Close-up of the layout:
Window x 87 to 112, y 32 to 57 um. Cells in grey, sequential cells in the stronger grey; small squares are vias.
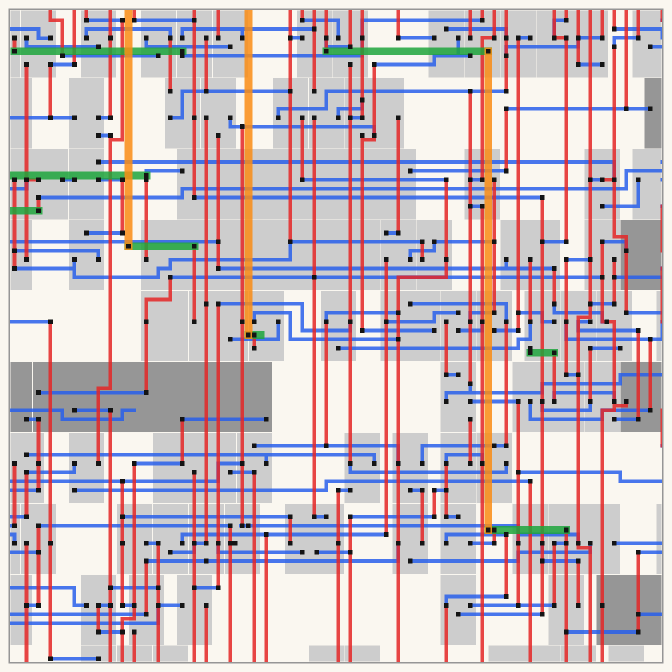
Wiring by layer:
Two of the layers only.
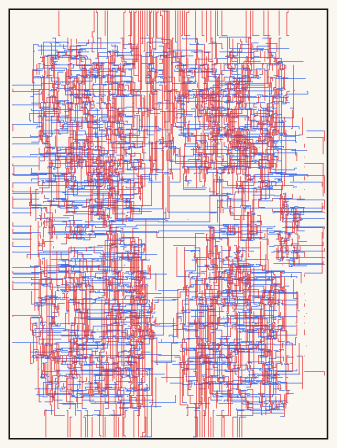
Congestion heat map:
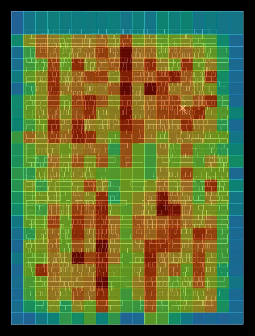
Metal 4:
Cells faint in the background.
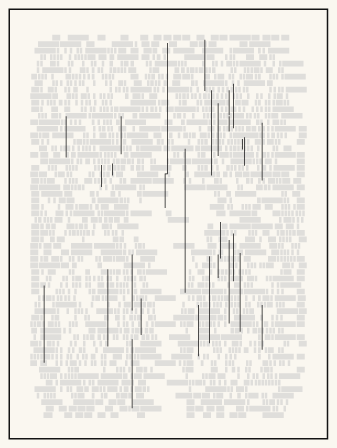
Supply network:
Scale bar: 50 um. Pins as bars on the die edge. Tap cells in grey.
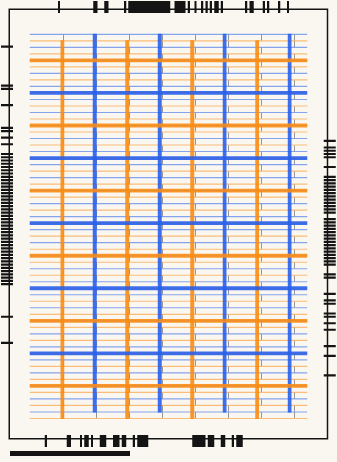
`src/rtl/y86_pkg.sv`:
```
// Y86-64 shared constants: instruction codes, status codes and the no-register id.
// Also holds the exception-status test used by the pipeline control logic.
package y86_pkg;

    localparam logic [3:0] IHALT   = 4'h0;
    localparam logic [3:0] INOP    = 4'h1;
    localparam logic [3:0] IRRMOVQ = 4'h2;
    localparam logic [3:0] IIRMOVQ = 4'h3;
    localparam logic [3:0] IRMMOVQ = 4'h4;
    localparam logic [3:0] IMRMOVQ = 4'h5;
    localparam logic [3:0] IOPQ    = 4'h6;
    localparam logic [3:0] IJXX    = 4'h7;
    localparam logic [3:0] ICALL   = 4'h8;
    localparam logic [3:0] IRET    = 4'h9;
    localparam logic [3:0] IPUSHQ  = 4'hA;
    localparam logic [3:0] IPOPQ   = 4'hB;

    localparam logic [2:0] SBUB = 3'd0;
    localparam logic [2:0] SAOK = 3'd1;
    localparam logic [2:0] SHLT = 3'd2;
    localparam logic [2:0] SADR = 3'd3;
    localparam logic [2:0] SINS = 3'd4;

    localparam logic [3:0] RNONE = 4'hF;

    function automatic logic is_exc(input logic [2:0] stat);
        return (stat == SHLT) || (stat == SADR) || (stat == SINS);
    endfunction

endpackage

```
`src/rtl/pipe_hazard_detect.sv`:
```
// Combinational hazard detection and the pipeline-register controls used while running.
// The top overrides these controls once the core has halted.
module pipe_hazard_detect
    import y86_pkg::*;
(
    input  logic [3:0] D_icode,
    input  logic [3:0] d_srcA,
    input  logic [3:0] d_srcB,
    input  logic [3:0] E_icode,
    input  logic [3:0] E_dstM,
    input  logic       e_cnd,
    input  logic [3:0] M_icode,
    input  logic [2:0] m_stat,
    input  logic [2:0] W_stat,
    output logic       load_use,
    output logic       ret_haz,
    output logic       mispred,
    output logic       run_f_stall,
    output logic       run_d_stall,
    output logic       run_d_bubble,
    output logic       run_e_bubble,
    output logic       run_m_bubble,
    output logic       run_w_stall
);

    always_comb begin
        load_use = ((E_icode == IMRMOVQ) || (E_icode == IPOPQ)) && (E_dstM != RNONE) &&
                   ((E_dstM == d_srcA) || (E_dstM == d_srcB));
        ret_haz  = (D_icode == IRET) || (E_icode == IRET) || (M_icode == IRET);
        mispred  = (E_icode == IJXX) && !e_cnd;
    end

    // A load/use stall already holds D, so the ret bubble must not clobber it.
    always_comb begin
        run_f_stall  = load_use || ret_haz;
        run_d_stall  = load_use;
        run_d_bubble = mispred || (ret_haz && !load_use);
        run_e_bubble = mispred || load_use;
        run_m_bubble = is_exc(m_stat) || is_exc(W_stat);
        run_w_stall  = is_exc(W_stat);
    end

endmodule

```
`src/rtl/pipe_hazard_ctrl.sv`:
```
// Y86-64 PIPE control: hazard stall/bubble outputs, architectural CC register,
// RUN/HALTED state machine and saturating performance counters.
//
//   state      | meaning
//   -----------+-----------------------------------------------------------
//   ST_RUN     | normal operation, hazard controls drive the pipe
//   ST_HALTED  | W-stage exception seen; F/D/W held, no bubbles, exit on reset
module pipe_hazard_ctrl
    import y86_pkg::*;
#(
    parameter int         CNT_W  = 32,
    parameter logic [2:0] CC_RST = 3'b100
) (
    input  logic             clk,
    input  logic             rst_n,
    input  logic [3:0]       D_icode,
    input  logic [3:0]       d_srcA,
    input  logic [3:0]       d_srcB,
    input  logic [3:0]       E_icode,
    input  logic [3:0]       E_dstM,
    input  logic             e_cnd,
    input  logic [3:0]       M_icode,
    input  logic [2:0]       m_stat,
    input  logic [2:0]       W_stat,
    input  logic [2:0]       alu_cf,
    output logic [2:0]       cc,
    output logic             F_stall,
    output logic             D_stall,
    output logic             D_bubble,
    output logic             E_bubble,
    output logic             M_bubble,
    output logic             W_stall,
    output logic             halted,
    output logic [2:0]       halt_stat,
    output logic [CNT_W-1:0] cyc_cnt,
    output logic [CNT_W-1:0] lu_cnt,
    output logic [CNT_W-1:0] mp_cnt,
    output logic [CNT_W-1:0] ret_cnt
);

    localparam logic ST_RUN    = 1'b0;
    localparam logic ST_HALTED = 1'b1;

    logic state;
    logic load_use, ret_haz, mispred;
    logic run_f_stall, run_d_stall, run_d_bubble, run_e_bubble, run_m_bubble, run_w_stall;
    logic running;
    logic cc_en;

    pipe_hazard_detect u_detect (
        .D_icode      (D_icode),
        .d_srcA       (d_srcA),
        .d_srcB       (d_srcB),
        .E_icode      (E_icode),
        .E_dstM       (E_dstM),
        .e_cnd        (e_cnd),
        .M_icode      (M_icode),
        .m_stat       (m_stat),
        .W_stat       (W_stat),
        .load_use     (load_use),
        .ret_haz      (ret_haz),
        .mispred      (mispred),
        .run_f_stall  (run_f_stall),
        .run_d_stall  (run_d_stall),
        .run_d_bubble (run_d_bubble),
        .run_e_bubble (run_e_bubble),
        .run_m_bubble (run_m_bubble),
        .run_w_stall  (run_w_stall)
    );

    assign running = (state == ST_RUN);
    assign halted  = (state == ST_HALTED);

    always_comb begin
        F_stall  = run_f_stall;
        D_stall  = run_d_stall;
        D_bubble = run_d_bubble;
        E_bubble = run_e_bubble;
        M_bubble = run_m_bubble;
        W_stall  = run_w_stall;
        if (!running) begin
            F_stall  = 1'b1;
            D_stall  = 1'b1;
            D_bubble = 1'b0;
            E_bubble = 1'b0;
            M_bubble = 1'b0;
            W_stall  = 1'b1;
        end
    end

    always_ff @(posedge clk or negedge rst_n) begin
        if (!rst_n) begin
            state     <= ST_RUN;
            halt_stat <= SAOK;
        end else if (running && is_exc(W_stat)) begin
            state     <= ST_HALTED;
            halt_stat <= W_stat;
        end
    end

    // An OPq behind a faulting instruction must not update the flags.
    assign cc_en = running && (E_icode == IOPQ) && !is_exc(m_stat) && !is_exc(W_stat);

    always_ff @(posedge clk or negedge rst_n) begin
        if (!rst_n) begin
            cc <= CC_RST;
        end else if (cc_en) begin
            cc <= alu_cf;
        end
    end

    always_ff @(posedge clk or negedge rst_n) begin
        if (!rst_n) begin
            cyc_cnt <= '0;
            lu_cnt  <= '0;
            mp_cnt  <= '0;
            ret_cnt <= '0;
        end else if (running) begin
            if (cyc_cnt != '1)
                cyc_cnt <= cyc_cnt + CNT_W'(1);
            if (load_use && (lu_cnt != '1))
                lu_cnt <= lu_cnt + CNT_W'(1);
            if (mispred && (mp_cnt != '1))
                mp_cnt <= mp_cnt + CNT_W'(1);
            if (ret_haz && !load_use && (ret_cnt != '1))
                ret_cnt <= ret_cnt + CNT_W'(1);
        end
    end

endmodule

```
`config.mk`:
```
export PLATFORM = sky130hd
export DESIGN_NAME = pipe_hazard_ctrl
export DESIGN_NICKNAME = d
export VERILOG_FILES = /design/src/rtl/y86_pkg.sv /design/src/rtl/pipe_hazard_detect.sv /design/src/rtl/pipe_hazard_ctrl.sv
export SDC_FILE = /design/constraint.sdc
export NUM_CORES = 1
export LEC_CHECK = 0
export ABC_AREA = 1
export CAP_MARGIN = 10
export CORE_ASPECT_RATIO = 1.4
export CORE_MARGIN = 8
export CORE_UTILIZATION = 50
export CTS_CLUSTER_SIZE = 12
export DETAILED_ROUTE_END_ITERATION = 6
export GPL_TIMING_DRIVEN = 1
export PLACE_DENSITY = 0.77
export SYNTH_ARGS = -nofsm -noshare
export SYNTH_HDL_FRONTEND = slang
export SYNTH_HIERARCHICAL = 1
export SYNTH_SLANG_ARGS = --single-unit
export TNS_END_PERCENT = 20
```
`constraint.sdc`:
```
create_clock -name clk -period 3.47 [get_ports clk]
set_clock_uncertainty 0.15 [all_clocks]
set_input_delay 0.347 -clock clk [delete_from_list [all_inputs] [get_ports clk]]
set_output_delay 0.347 -clock clk [all_outputs]
set_load 0.01 [all_outputs]
```
==> run notes <==
Setup repair after global routing left no endpoint under its margin. The post-layout net count is 1,695, and the worst-case headroom to the max-slew limit is 47.4%. Across all register-to-register paths, the minimum setup slack is 1100 ps. Per the OpenROAD power report, switching power amounts to 0.000821 W. In the final layout, the share of cells above drive strength 1 is 5.88%. Class of the tightest hold or removal check: input port to flop.

The run gives 420 ps as the clock insertion delay at the later pin of the skew report. The checks that failed: design-rule violations. CTS reports a maximum clock tree buffer depth of 2. The run finished, with violations left. For the worst setup path, the data required time is 2970 ps. Dividing the detail-routed wire length by the instance count gives 14.6 um. The run gives 677 ps as the post-place setup slack. The clock network is responsible for 53.0% of the overall power. The clock-pin slew of the registers on the worst-case setup and hold paths came out at 60 ps.

The worst setup path is captured at an output pin. The layout-stage area growth over the synthesis result is 26.9%. The logs give 135 for the number of clock sinks and 5.49 nW for the leakage power total. The category of the most critical setup path is input port to output pin. For the sequential cell area, the log shows 3380 um^2. The net count after synthesis is 1,522. The run gives 0 for the antenna violation net count after detailed routing.

Critical path startpoint category: an input port. The number of cells reported by Yosys stat comes to 1,482. The synthesized area divided by synthesized cell count works out to 6.39 um^2.

In the Yosys stats the netlist draws on 33 distinct library cells. Endpoints failing hold in the final report were tallied at 0. The overall chip area came out at 23,700 um^2. TritonCTS built the clock tree.

STA lists the maximum fanout along the critical path as 4. Detailed placement ended at an HPWL of 20,800 um. The tools report the number of endpoints failing setup at the final stage as 0. The number of filler instances in the final layout was 1,752; the CTS buffer count was 17. The floorplan core density is 50.9%.

The tools report the clock tree root driver cell as sky130_fd_sc_hd__clkbuf_16. The first-pass iteration count of the detailed router is 7. On the critical path, the stage with the largest delay is an instance of sky130_fd_sc_hd__clkdlybuf4s50_1.

The cell area that synthesis handed to floorplanning was 9470 um^2. The script parses the final routing iteration and logs DRC violations as 9. In this run the worst setup path begins at E_icode[3]. The chip area line in the Yosys stat output reads 9470 um^2. The worst path setup slack after routing came out at 658 ps. In this build the clock could be raised as far as 356 MHz. The area used by multi-input combinational logic came out at 5440 um^2. The last weighted congestion value of the routability-driven placer came out at 0.929. The first global-routing pass estimated 46,000 um of wire.

The actual slew at the worst max-slew pin came out at 788 ps. With the area fraction of the dominant cell type after synthesis at 35.2%, the row count is 59. Of the total power, registers draw 43.4%. Counting the warning lines in the Yosys log gives 6.
-- 'close-up of the layout' (at the start) --
met3 -> green
met4 -> orange
met2 -> red
met1 -> blue
most frequent = nand2_1 (29), nor2_1 (24)
sequential cells in the window = 1
netlist names of flops here include = cyc_cnt (1)
cells with their middle in the window = 69

-- 'wiring by layer' (at the start) --
met1 -> blue  # wire length 11,900 um
met2 -> red  # wire length 13,800 um

-- 'congestion heat map' (at the start) --
met3 routing resource usage after global routing: 4.96%
gr usage total: 23.7%
met2 demand-to-capacity share in global routing: 41.5%
GRT Max-Usage Layer: met2

-- 'metal 4' (at the start) --
nets with wire on the layer = 23
wire length on this layer = 646 um

-- 'supply network' (at the start) --
VDD -> blue
VSS -> orange
rows = 59
met4 straps = 8
met1 rails = 60
tap cells = 244

cell usage after synthesis (all sizes together):
master,instances
a21oi,2
and2,2
buf,26
clkbuf,3
dfrtp,133
dfstp,2
ha,4
inv,117
nand2,723
nand3,61
nand3b,34
nand4,45
nor2,242
nor3,13
o2111ai,1
o21ai,15
o21bai,1
or2,3
xnor2,22
xor2,33
cell families (layout without fill, tap and decap cells):
kind of cell / after synthesis / count (layout) / synth area share (%)
flip-flops: 135 / 135 / 35.7
XOR/XNOR: 55 / 55 / 5.09
adder cells (fa/ha/maj): 4 / 4 / 0.529
AND-OR/OR-AND: 19 / 19 / 1.23
buffers and inverters: 146 / 332 / 6.86
AND/OR/NAND/NOR: 1123 / 1123 / 50.6
power groups by stage:
stage / clock (W) / sequential [W] / combinational (W)
after floorplan: 0 / 0.00160 / 0.0000389
after global placement: 0 / 0.00160 / 0.000128
after detailed placement: 0 / 0.00160 / 0.000130
after CTS: 0.00195 / 0.00157 / 0.000132
after global routing: 0.00202 / 0.00157 / 0.000144
final: 0.00192 / 0.00158 / 0.000129
layout make-up:
| type | instances | share of cell area, % |
|---|---|---|
| multi-input cells | 1201 | 45.3 |
| flip-flops and latches | 135 | 28.1 |
| repair buffers | 183 | 15.2 |
| clock buffers | 19 | 3.77 |
| inverters | 117 | 3.65 |
| well taps | 244 | 2.54 |
| clock inverters | 13 | 1.38 |
stage by stage:
| stage | instances | utilization (%) | area [um^2] |
|---|---|---|---|
| 2_1_floorplan | 1482 | - | 9470 |
| 3_3_place_gp | 1879 | 61.2 | 11400 |
| 3_5_place_dp | 1879 | 61.2 | 11400 |
| 4_1_cts | 1912 | 64.6 | 12000 |
| 5_1_grt | 1912 | 64.6 | 12000 |
| 6_report | 1912 | 64.6 | 12000 |
timing repair:
action                    CTS  global route
resized                     0             0
hold endpoints to repair   77             0
hold buffers                1             0
worst max-delay path: cells and delay by family:
| family | cells | cell delay, ps |
|---|---|---|
| buffers and inverters | 4 | 1250 |
| and+or+nand+nor | 4 | 520 |
| AOI/OAI and AO/OA | 1 | 190 |
sequential cells by signal, indices dropped and copies added (netlist names):
| name | cells |
|---|---|
| cyc_cnt | 32 |
| lu_cnt | 32 |
| cc | 3 |
| mp_cnt | 32 |
| halt_stat | 3 |
| halted | 1 |
| ret_cnt | 32 |
routing by layer:
layer	part of all wire, %	routed length (um)	vias up	GRT usage [%]
li1	-	-	4937	-
met1	43	11900	4570	28.3
met2	49	13800	328	41.5
met3	5.8	1610	67	4.96
met4	2.3	645	0	8.26
met5	0	0	-	0
worst min-delay path by stage:
stage                             to      start
after CTS                      cc[2]  alu_cf[2]
after detailed placement  ret_cnt[7]      rst_n
after global placement    ret_cnt[7]      rst_n
final                          cc[2]  alu_cf[2]
after floorplan                cc[0]      rst_n
after global routing           cc[2]  alu_cf[2]
Power figures rest on the tool's default switching activity, not on a simulated workload.
